## config.mk

```make
export PLATFORM = sky130hd
export DESIGN_NAME = demux_i1_o4_pack_flat
export DESIGN_NICKNAME = d
export VERILOG_FILES = /design/src/rtl/demux_i1_o4_pack_if.sv /design/src/rtl/demux_i1_o4_pack.sv /design/src/flat_wrapper.sv
export SDC_FILE = /design/constraint.sdc
export NUM_CORES = 1
export LEC_CHECK = 0
export CORE_MARGIN = 2
export CORE_UTILIZATION = 35
export DETAILED_ROUTE_END_ITERATION = 8
export PLACE_DENSITY = 0.58
export SLEW_MARGIN = 0
export SYNTH_ARGS = -nofsm -noshare
export SYNTH_HDL_FRONTEND = slang
export SYNTH_SLANG_ARGS = --single-unit
```

## constraint.sdc

```tcl
create_clock -name clk -period 2 [get_ports clk]
set_input_delay 0.2 -clock clk [delete_from_list [all_inputs] [get_ports clk]]
set_output_delay 0.2 -clock clk [all_outputs]
set_load 0.05 [all_outputs]
```

## src/rtl/demux_i1_o4_pack_if.sv

```systemverilog
// Byte-in / word-out handshake bundle for the 1-to-4 lane unpacker.
// master drives bytes and accepts words; slave is the unpacker itself.
interface demux_i1_o4_pack_if #(
  parameter int DATA_W = 8
);
  logic [DATA_W-1:0] in_data;
  logic              in_valid;
  logic              in_last;
  logic              in_ready;
  logic [DATA_W-1:0] out_a0;
  logic [DATA_W-1:0] out_a1;
  logic [DATA_W-1:0] out_a2;
  logic [DATA_W-1:0] out_a3;
  logic [3:0]        out_keep;
  logic              out_valid;
  logic              out_ready;
  logic [1:0]        lane_sel;

  modport master (
    output in_data, in_valid, in_last, out_ready,
    input  in_ready, out_a0, out_a1, out_a2, out_a3, out_keep, out_valid, lane_sel
  );

  modport slave (
    input  in_data, in_valid, in_last, out_ready,
    output in_ready, out_a0, out_a1, out_a2, out_a3, out_keep, out_valid, lane_sel
  );
endinterface

```

## src/rtl/demux_i1_o4_pack.sv

```systemverilog
// Steers a serial byte stream into four lanes under a rotating lane select and
// emits 4-byte words with a keep mask; one assembly word plus one output word.
module demux_i1_o4_pack #(
  parameter int DATA_W = 8
) (
  input logic              clk,
  input logic              rst_n,
  demux_i1_o4_pack_if.slave bus
);

  logic [3:0][DATA_W-1:0] asm_q, asm_d;
  logic [3:0]             asm_keep_q, asm_keep_d;
  logic [1:0]             lane_sel_q, lane_sel_d;
  logic                   pending_q, pending_d;
  logic [3:0][DATA_W-1:0] out_q, out_d;
  logic [3:0]             out_keep_q, out_keep_d;
  logic                   out_valid_q, out_valid_d;

  logic                   acc;
  logic                   complete;
  logic                   drain;
  logic                   slot_free;
  logic [3:0][DATA_W-1:0] word_data;
  logic [3:0]             word_keep;

  // word_data/word_keep are the assembly contents including this cycle's byte,
  // so a completing word can bypass straight into the output register.
  always_comb begin
    acc       = bus.in_valid & ~pending_q;
    complete  = acc & ((lane_sel_q == 2'd3) | bus.in_last);
    drain     = out_valid_q & bus.out_ready;
    slot_free = ~out_valid_q | bus.out_ready;

    word_data = asm_q;
    word_keep = asm_keep_q;
    if (acc) begin
      word_data[lane_sel_q] = bus.in_data;
      word_keep[lane_sel_q] = 1'b1;
    end

    asm_d       = word_data;
    asm_keep_d  = word_keep;
    lane_sel_d  = lane_sel_q;
    pending_d   = pending_q;
    out_d       = out_q;
    out_keep_d  = out_keep_q;
    out_valid_d = out_valid_q & ~drain;

    if (acc) begin
      lane_sel_d = complete ? 2'd0 : lane_sel_q + 2'd1;
    end

    // A completed word that cannot move yet parks in assembly and stalls input.
    if (complete && slot_free) begin
      out_d       = word_data;
      out_keep_d  = word_keep;
      out_valid_d = 1'b1;
      asm_d       = '0;
      asm_keep_d  = '0;
    end else if (complete) begin
      pending_d = 1'b1;
    end else if (pending_q && drain) begin
      out_d       = asm_q;
      out_keep_d  = asm_keep_q;
      out_valid_d = 1'b1;
      pending_d   = 1'b0;
      asm_d       = '0;
      asm_keep_d  = '0;
    end
  end

  always_ff @(posedge clk or negedge rst_n) begin
    if (!rst_n) begin
      asm_q       <= '0;
      asm_keep_q  <= '0;
      lane_sel_q  <= '0;
      pending_q   <= 1'b0;
      out_q       <= '0;
      out_keep_q  <= '0;
      out_valid_q <= 1'b0;
    end else begin
      asm_q       <= asm_d;
      asm_keep_q  <= asm_keep_d;
      lane_sel_q  <= lane_sel_d;
      pending_q   <= pending_d;
      out_q       <= out_d;
      out_keep_q  <= out_keep_d;
      out_valid_q <= out_valid_d;
    end
  end

  assign bus.in_ready  = ~pending_q;
  assign bus.lane_sel  = lane_sel_q;
  assign bus.out_a0    = out_q[0];
  assign bus.out_a1    = out_q[1];
  assign bus.out_a2    = out_q[2];
  assign bus.out_a3    = out_q[3];
  assign bus.out_keep  = out_keep_q;
  assign bus.out_valid = out_valid_q;

endmodule

```

## src/flat_wrapper.sv

```systemverilog
// flat-port wrapper written by rule: the top's interface ports become plain ports
module demux_i1_o4_pack_flat 
#(
  parameter int DATA_W = 8
)
  (clk, rst_n, bus_in_data, bus_in_valid, bus_in_last, bus_out_ready, bus_in_ready, bus_out_a0, bus_out_a1, bus_out_a2, bus_out_a3, bus_out_keep, bus_out_valid, bus_lane_sel);
  demux_i1_o4_pack_if #(.DATA_W(DATA_W)) bus_i ();
  input logic clk;
  input logic rst_n;
  input wire logic [$bits(bus_i.in_data)-1:0] bus_in_data;
  input wire logic [$bits(bus_i.in_valid)-1:0] bus_in_valid;
  input wire logic [$bits(bus_i.in_last)-1:0] bus_in_last;
  input wire logic [$bits(bus_i.out_ready)-1:0] bus_out_ready;
  output wire logic [$bits(bus_i.in_ready)-1:0] bus_in_ready;
  output wire logic [$bits(bus_i.out_a0)-1:0] bus_out_a0;
  output wire logic [$bits(bus_i.out_a1)-1:0] bus_out_a1;
  output wire logic [$bits(bus_i.out_a2)-1:0] bus_out_a2;
  output wire logic [$bits(bus_i.out_a3)-1:0] bus_out_a3;
  output wire logic [$bits(bus_i.out_keep)-1:0] bus_out_keep;
  output wire logic [$bits(bus_i.out_valid)-1:0] bus_out_valid;
  output wire logic [$bits(bus_i.lane_sel)-1:0] bus_lane_sel;
  assign bus_i.in_data = bus_in_data;
  assign bus_i.in_valid = bus_in_valid;
  assign bus_i.in_last = bus_in_last;
  assign bus_i.out_ready = bus_out_ready;
  assign bus_in_ready = bus_i.in_ready;
  assign bus_out_a0 = bus_i.out_a0;
  assign bus_out_a1 = bus_i.out_a1;
  assign bus_out_a2 = bus_i.out_a2;
  assign bus_out_a3 = bus_i.out_a3;
  assign bus_out_keep = bus_i.out_keep;
  assign bus_out_valid = bus_i.out_valid;
  assign bus_lane_sel = bus_i.lane_sel;
  demux_i1_o4_pack #(.DATA_W(DATA_W)) u_core (.clk(clk), .rst_n(rst_n), .bus(bus_i));
endmodule
```

Figure 1. Track usage over the die.
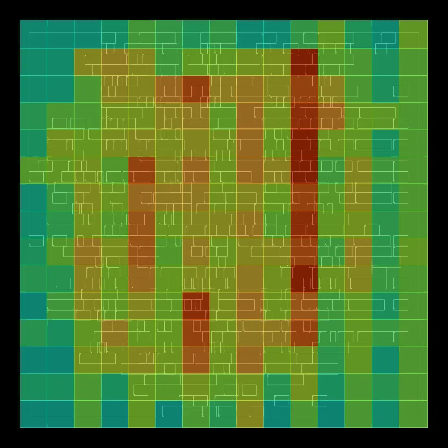
layer with the highest usage: met2
met3 global-route usage: 0.0351
overall fraction of global-route tracks in use: 0.172
met1 Use GR: 0.238
Routed WL per cell: 17.2 µm

Figure 2. Signal wires on met1.
Drawn at 4 px/µm.
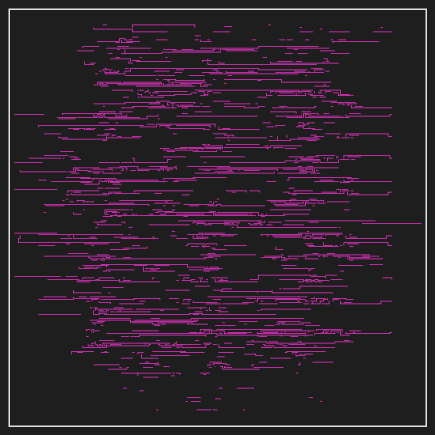
nets with wire on the layer: 344
wire length on this layer: 4100 µm
share of all routed wire: 46%
main direction: horizontal
longest straight run: 32.0 µm
detailed-route via count: 2731
wirelength, routed: 8850 µm

==> flow_summary.json <==
{
  "status": "finished clean",
  "finalSetupViolations": 0,
  "ys_sh_adder": 0.0215,
  "drt_iter0_markers": 240,
  "via_per_inst": 5.32,
  "postSynthNetCount": 335,
  "layout.cells.most_common_list": "dfrtp_1 (74), clkdlybuf4s50_1 (50), a21oi_1 (36)",
  "row_count": 36,
  "internal_power_mw": 4.59,
  "dp_worst_setup_slack_ns": 0.0394,
  "layout_min_cycle_time_ns": 1.84,
  "inverters": 7,
  "synth.yosys.warnings": 0,
  "cp_cell_sequence": "inv_1 > ha_1 > nand3b_1 > buf_4 > or4_1 > o221a_2",
  "clkPwrFrac": 0.152,
  "enable_flop_cells": 0,
  "layout.nets": 395,
  "critPathSlowestCell": "dfrtp_2",
  "cp_num_cells": 6,
  "asyncSetResetFlopFracSynth": 1.00,
  "sh_comb_area": 0.315,
  "fin_hold_ws_ns": 0.364,
  "cts_repair_resize_count": 0,
  "final_critical_path_setup_slack_ns": 0.163,
  "max_slew_headroom_at_the_worst_pin": 0.656,
  "netlist_top_cells_area": "dfrtp_1 (54%), or4_1 (6.7%), a21oi_1 (5.2%)",
  "max_cap_viol_count": 0,
  "total_power_mw": 8.18,
  "crit_start": "u_core.bus.lane_sel[0]$_DFFE_PN0N_",
  "synth_simple_gate_area_share": 0.176,
  "postPlaceCellArea_mm2": 0.00427,
  "cp-endpoint": "u_core.bus.out_a2[5]$_DFFE_PN0P_",
  "setup.worst_path.start_class": "register",
  "post-synth-top-area-fraction": 0.545,
  "fp.dieH_um": 104,
  "reg_to_reg_endpoint": "u_core.bus.out_a2[5]$_DFFE_PN0P_",
  "worst-r2r-cell-count": 6,
  "non_clock_buffer_count": 79,
  "ys_dominant_reg_cell": "dfrtp_1",
  "p_leak_nw": 1.79,
  "rr_startpoint": "u_core.bus.lane_sel[0]$_DFFE_PN0N_",
  "top_power_group": "combinational cells",
  "root_buffer": "clkbuf_8",
  "openroad.warnings": 31,
  "timing.fmax_mhz": 544,
  "final-seq-area_mm2": 0.00190,
  "synth_top_cell_by_count": "dfrtp_1",
  "grt_setup_unrepaired": "false",
  "regMostFlops": "u_core.asm_q",
  "tritoncts": "built",
  "stdcell_count": 513,
  "largest_register_ff_count": 32,
  "syn-instance-count": 316,
  "clk-power_mw": 1.24,
  "arrival_ns": 2.07,
  "aggregate_negative_setup_slack_ns": 0,
  "via_count_of_the_first_global_routing_pass": 2701,
  "reg2reg_setup_slack_ns": 0.16,
  "design_area_mm2": 0.00449,
  "vdd_ir_drop_max_mv": 0.964,
  "timing.final.hold_violations": 0,
  "synth.mux.area_fraction": 0,
  "insertion_delay_ns": 0.35,
  "dominant_cells": "flip-flops and latches",
  "wl_met1_um": 4100,
  "post-cts-setup-buffer-count": 0,
  "synth-cells-yosys": 316,
  "topRoutingLayerUsed": "met4",
  "end_of_flow_core_utilization": 0.462,
  "detailroute.wirelength.met3_um": 434,
  "worstHoldPathType": "input pin to asynchronous set/reset pin",
  "grt_antenna_before_repair": 0
}
Figure 3. Drive-strength map.
Drawn at 4 px/µm.
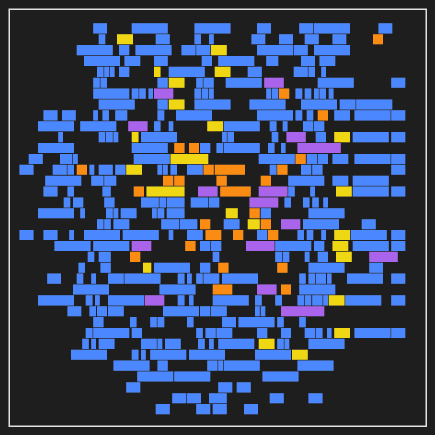
legend:
  blue:
    size: _0 and _1 cells
    cells: 314
    share: 83%
  yellow:
    size: _2 cells
    cells: 23
    share: 6.1%
  purple:
    size: _6 and larger
    cells: 15
    share: 3.9%
  orange:
    size: _3 and _4 cells
    cells: 28
    share: 7.4%

Figure 4. Layout detail.
Region (13, 65) to (38, 90) µm. Cells in grey, sequential cells in the stronger grey; small squares are vias.
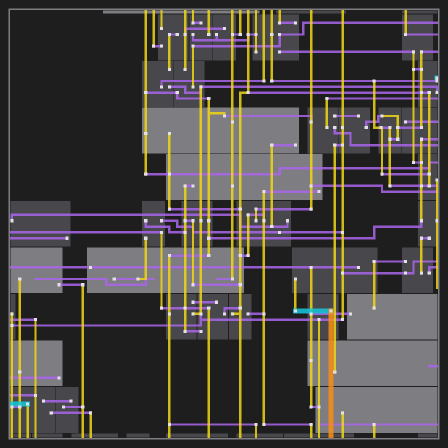
legend:
  purple:
    layer: metal 1
  cyan:
    layer: metal 3
  yellow:
    layer: metal 2
  orange:
    layer: metal 4
cells with their middle in the window: 29
sequential cells in the window: 6
netlist names of flops here include: u_core.asm_q (3)
most frequent: dfrtp_1 (6), a21oi_1 (5), nand3_1 (5)

